placement_by_type.png
The bar under the picture is 100 um long. Fill, decap, tap and diode cells in gray.
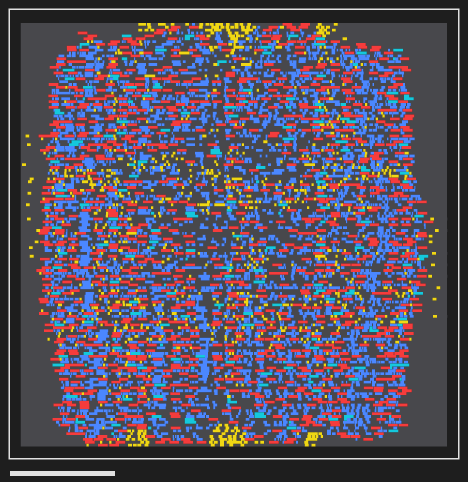
congestion.png
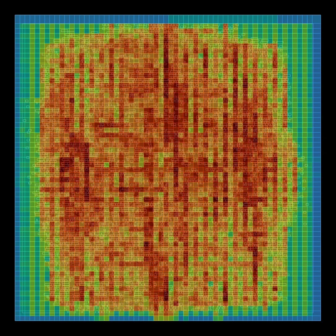
cell_density.png
21 x 21 tiles, from white (low) to dark blue (high), 0 to 100% covered.
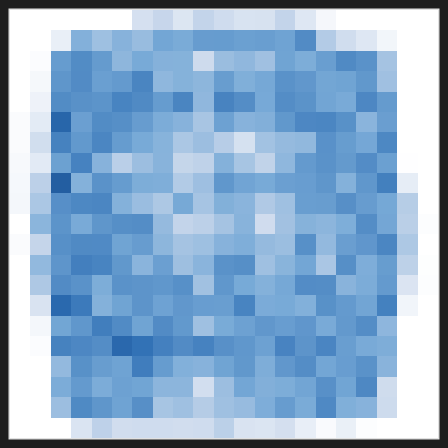
layer_met4.png
The bar under the picture is 100 um long. Supply wires on this layer in gray. Cells faint in the background.
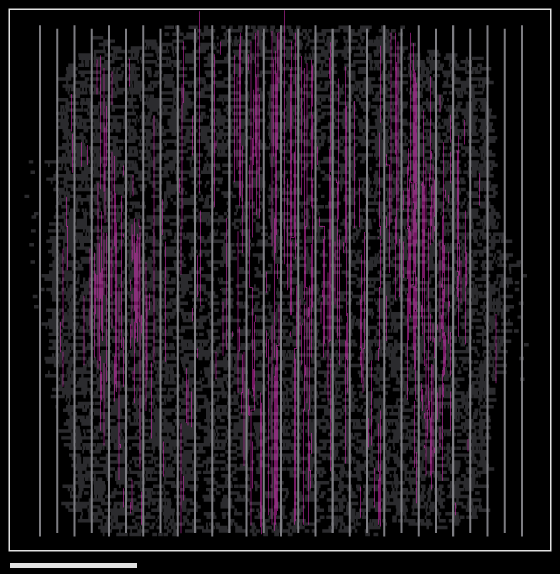
**src/rtl/register_bank_mp.sv**
```systemverilog
// register_bank_mp: multi-read, dual-write register bank with load scoreboard.
// Optional same-cycle write-to-read bypass: define REGFILE_BYPASS_EN.
module register_bank_mp #(
  parameter int DATA_W   = 32,
  parameter int ADDR_W   = 5,
  parameter int NUM_RD   = 2,
  parameter int ZERO_REG = 1
) (
  input  logic                     i_clk,
  input  logic                     i_rst,
  input  logic [NUM_RD*ADDR_W-1:0] i_rd_addr,
  output logic [NUM_RD*DATA_W-1:0] o_rd_data,
  output logic [NUM_RD-1:0]        o_rd_busy,
  input  logic                     i_wa_en,
  input  logic [ADDR_W-1:0]        i_wa_addr,
  input  logic [DATA_W-1:0]        i_wa_data,
  input  logic                     i_wb_en,
  input  logic [ADDR_W-1:0]        i_wb_addr,
  input  logic [DATA_W-1:0]        i_wb_data,
  input  logic                     i_sb_set,
  input  logic [ADDR_W-1:0]        i_sb_addr,
  output logic                     o_any_busy
);

  localparam int NREGS = 2 ** ADDR_W;

  logic [DATA_W-1:0] regs [NREGS];
  logic [NREGS-1:0]  pending;

  logic              wa_ok;
  logic              wb_ok;
  logic              sb_ok;
  logic [NREGS-1:0]  wa_hit;
  logic [NREGS-1:0]  wb_hit;
  logic [NREGS-1:0]  sb_hit;

  function automatic logic is_zero(
    input logic [ADDR_W-1:0] a
  );
    return (ZERO_REG != 0) && (a == '0);
  endfunction

  assign wa_ok = i_wa_en  && !is_zero(i_wa_addr);
  assign wb_ok = i_wb_en  && !is_zero(i_wb_addr);
  assign sb_ok = i_sb_set && !is_zero(i_sb_addr);

  // One-hot decode of each write/scoreboard port.
  always_comb begin
    wa_hit = '0;
    wb_hit = '0;
    sb_hit = '0;
    for (int i = 0; i < NREGS; i++) begin
      wa_hit[i] = wa_ok && (i_wa_addr == ADDR_W'(i));
      wb_hit[i] = wb_ok && (i_wb_addr == ADDR_W'(i));
      sb_hit[i] = sb_ok && (i_sb_addr == ADDR_W'(i));
    end
  end

  // Register array; port B overrides port A on the same address.
  always_ff @(posedge i_clk or posedge i_rst) begin
    if (i_rst) begin
      for (int i = 0; i < NREGS; i++)
        regs[i] <= '0;
    end else begin
      for (int i = 0; i < NREGS; i++) begin
        if (wb_hit[i])
          regs[i] <= i_wb_data;
        else if (wa_hit[i])
          regs[i] <= i_wa_data;
      end
    end
  end

  // Pending scoreboard; a new load (set) beats a returning one (clear).
  always_ff @(posedge i_clk or posedge i_rst) begin
    if (i_rst)
      pending <= '0;
    else
      pending <= (pending & ~wb_hit) | sb_hit;
  end

  // Combinational read ports, forced quiet during reset.
  always_comb begin
    logic [ADDR_W-1:0] a;
    logic [DATA_W-1:0] d;
    logic              b;
    o_rd_data = '0;
    o_rd_busy = '0;
    a = '0;
    d = '0;
    b = 1'b0;
    for (int k = 0; k < NUM_RD; k++) begin
      a = i_rd_addr[k*ADDR_W +: ADDR_W];
      d = regs[a];
      b = pending[a];
`ifdef REGFILE_BYPASS_EN
      if (wb_ok && (i_wb_addr == a))
        d = i_wb_data;
      else if (wa_ok && (i_wa_addr == a))
        d = i_wa_data;
      if (wb_ok && (i_wb_addr == a) &&
          !(sb_ok && (i_sb_addr == a)))
        b = 1'b0;
`endif
      if (is_zero(a) || i_rst) begin
        d = '0;
        b = 1'b0;
      end
      o_rd_data[k*DATA_W +: DATA_W] = d;
      o_rd_busy[k] = b;
    end
  end

  assign o_any_busy = !i_rst && (|pending);

endmodule

```
**config.mk**
```make
export PLATFORM = sky130hd
export DESIGN_NAME = register_bank_mp
export DESIGN_NICKNAME = d
export VERILOG_FILES = /design/src/rtl/register_bank_mp.sv
export SDC_FILE = /design/constraint.sdc
export NUM_CORES = 2
export LEC_CHECK = 0
export CORE_MARGIN = 10
export CORE_UTILIZATION = 40
export DETAILED_ROUTE_END_ITERATION = 10
export GPL_TIMING_DRIVEN = 0
export SYNTH_ARGS = -nofsm -noshare
export SYNTH_HDL_FRONTEND = slang
export SYNTH_SLANG_ARGS = --single-unit
```
**constraint.sdc**
```tcl
create_clock -name i_clk -period 57.6 [get_ports i_clk]
set_clock_uncertainty 0.2 [all_clocks]
set_input_delay 11.52 -clock i_clk [delete_from_list [all_inputs] [get_ports i_clk]]
set_output_delay 11.52 -clock i_clk [all_outputs]
set_load 0.03 [all_outputs]
```
==> flow_summary.toml <==
# yosys + openroad results
[floorplan]
placementRows = 148

[grt]
globalRouteMet3Util_pct = 10.3
grt-ovfl-total = 0

[synthesis]
simple_gate_share_pct = 9.57
post_synth_inst_count = 6544
synth-compound-area-share_pct = 12.8
muxShareOfSynthArea_pct = 32.0
synth_async_sr_flop_share_pct = 100
synth.logic.top_family = "multiplexers"
area_leader_netlist = "dfrtp_1"
flop_cell = "dfrtp_1"
mappedNetlistNets = 6638

[finish]
clk_share_pct = 5.84
final.signal_buffer_count = 935
areaGrowthSynthToFinish_pct = 13.6
nNonClkInverters = 4
non_clock_buffer_area_share_pct = 7.24
biggestCellCategory = "combinational gates"
largest_register = "regs"
drive_gt1_share_pct = 12.6
antennaDiodeCount = 9
num-fill-cells = 15400

[power]
pwr.group.sequential_mw = 1.13

[critical_path]
crit_path_max_incr_delay_ns = 1.18
crit_path_end_kind = "output pin"
setup.worst_path.end = "o_rd_data[42]"
critPathLaunchType = "input port"
path_length_in_cells_of_the_critical_path = 8

[place]
placed_cells_incl_taps = 8886
place_congestion = 1.01
detailedPlacementHpwl_um = 255000
pre_cts_slack_ns = 29.57

[status]
outcome = "finished, violations left"
violations_in_the_final_reports = "max-capacitance violations, max-slew violations"

[sta]
timing_max_transition_violations_final = 29
finalHoldViolCount = 0
setup_total_negative_slack_ns = 0
hold-worst-slack_ns = 0.276
report.final.setup_viol = 0
final.setup.worst_slack_ns = 29.38
worstMarginPinSlew_ns = 1.61

[cts]
clock_latency_ns = 0.77
tritoncts.num_buffers = 119
number_of_buffers_inserted_for_hold_repair_after_clock_tree_synthesis = 0
cts_tree = "yes"
cts.clk_slew.worst_paths_ns = 0.06

[drt]
detailedRoute.firstIterationViolations = 8179
vias = 57900

[hold_path]
worstHoldEndpoint = "regs[1011]$_DFFE_PP0P_"
holdCritStartpoint = "regs[1011]$_DFFE_PP0P_"

[run]
maxCapViolations = 3
log.warning_count = 56
## Picture notes: placement_by_type.png
Key: yellow = remaining buffers and delay cells [cells 935, share of their area 7.5%]; cyan = clock drivers and dummy loads [cells 222, share of their area 6.1%]; blue = combinational and other logic [cells 4,720, share of their area 50%]; red = sequential cells [cells 1,056, share of their area 37%]

## Picture notes: congestion.png
average wire length per cell after detail routing: 35.0 um
Final Util: 45.9%
Total Routing Usage GR: 33.8%
met1 capacity usage during global routing: 45.2%

## Picture notes: cell_density.png
15% of the tiles are nearly empty. The fullest tile reaches 82%. The mean over all tiles is 40%.
effective utilization at floorplan: 40.4%
Floorplan Core Area: 163,000 um2

## Picture notes: layer_met4.png
185 nets have wire on it. The longest straight run is 200 um. The layer carries 19,300 um of wire.

## placed cells by master, fill, tap and decap left out, drive strengths merged, types with 13 or more instances in the layout
| cell | synthesis | routed |
|---|---|---|
| mux2i | 1576 | 1576 |
| nand3 | 150 | 150 |
| nand4 | 74 | 74 |
| nor2b | 16 | 16 |
| o21ai | 387 | 387 |
| clkinv | 0 | 21 |
| clkdlybuf4s50 | 0 | 156 |
| bufinv | 0 | 22 |
| and3 | 30 | 30 |
| nand2 | 427 | 427 |
| clkbuf | 392 | 559 |
| a32oi | 14 | 14 |
| buf | 376 | 387 |
| mux4 | 236 | 236 |
| a22oi | 328 | 328 |
| dfrtp | 1056 | 1056 |
| o22ai | 13 | 13 |
| a21oi | 705 | 705 |
| nor2 | 675 | 675 |
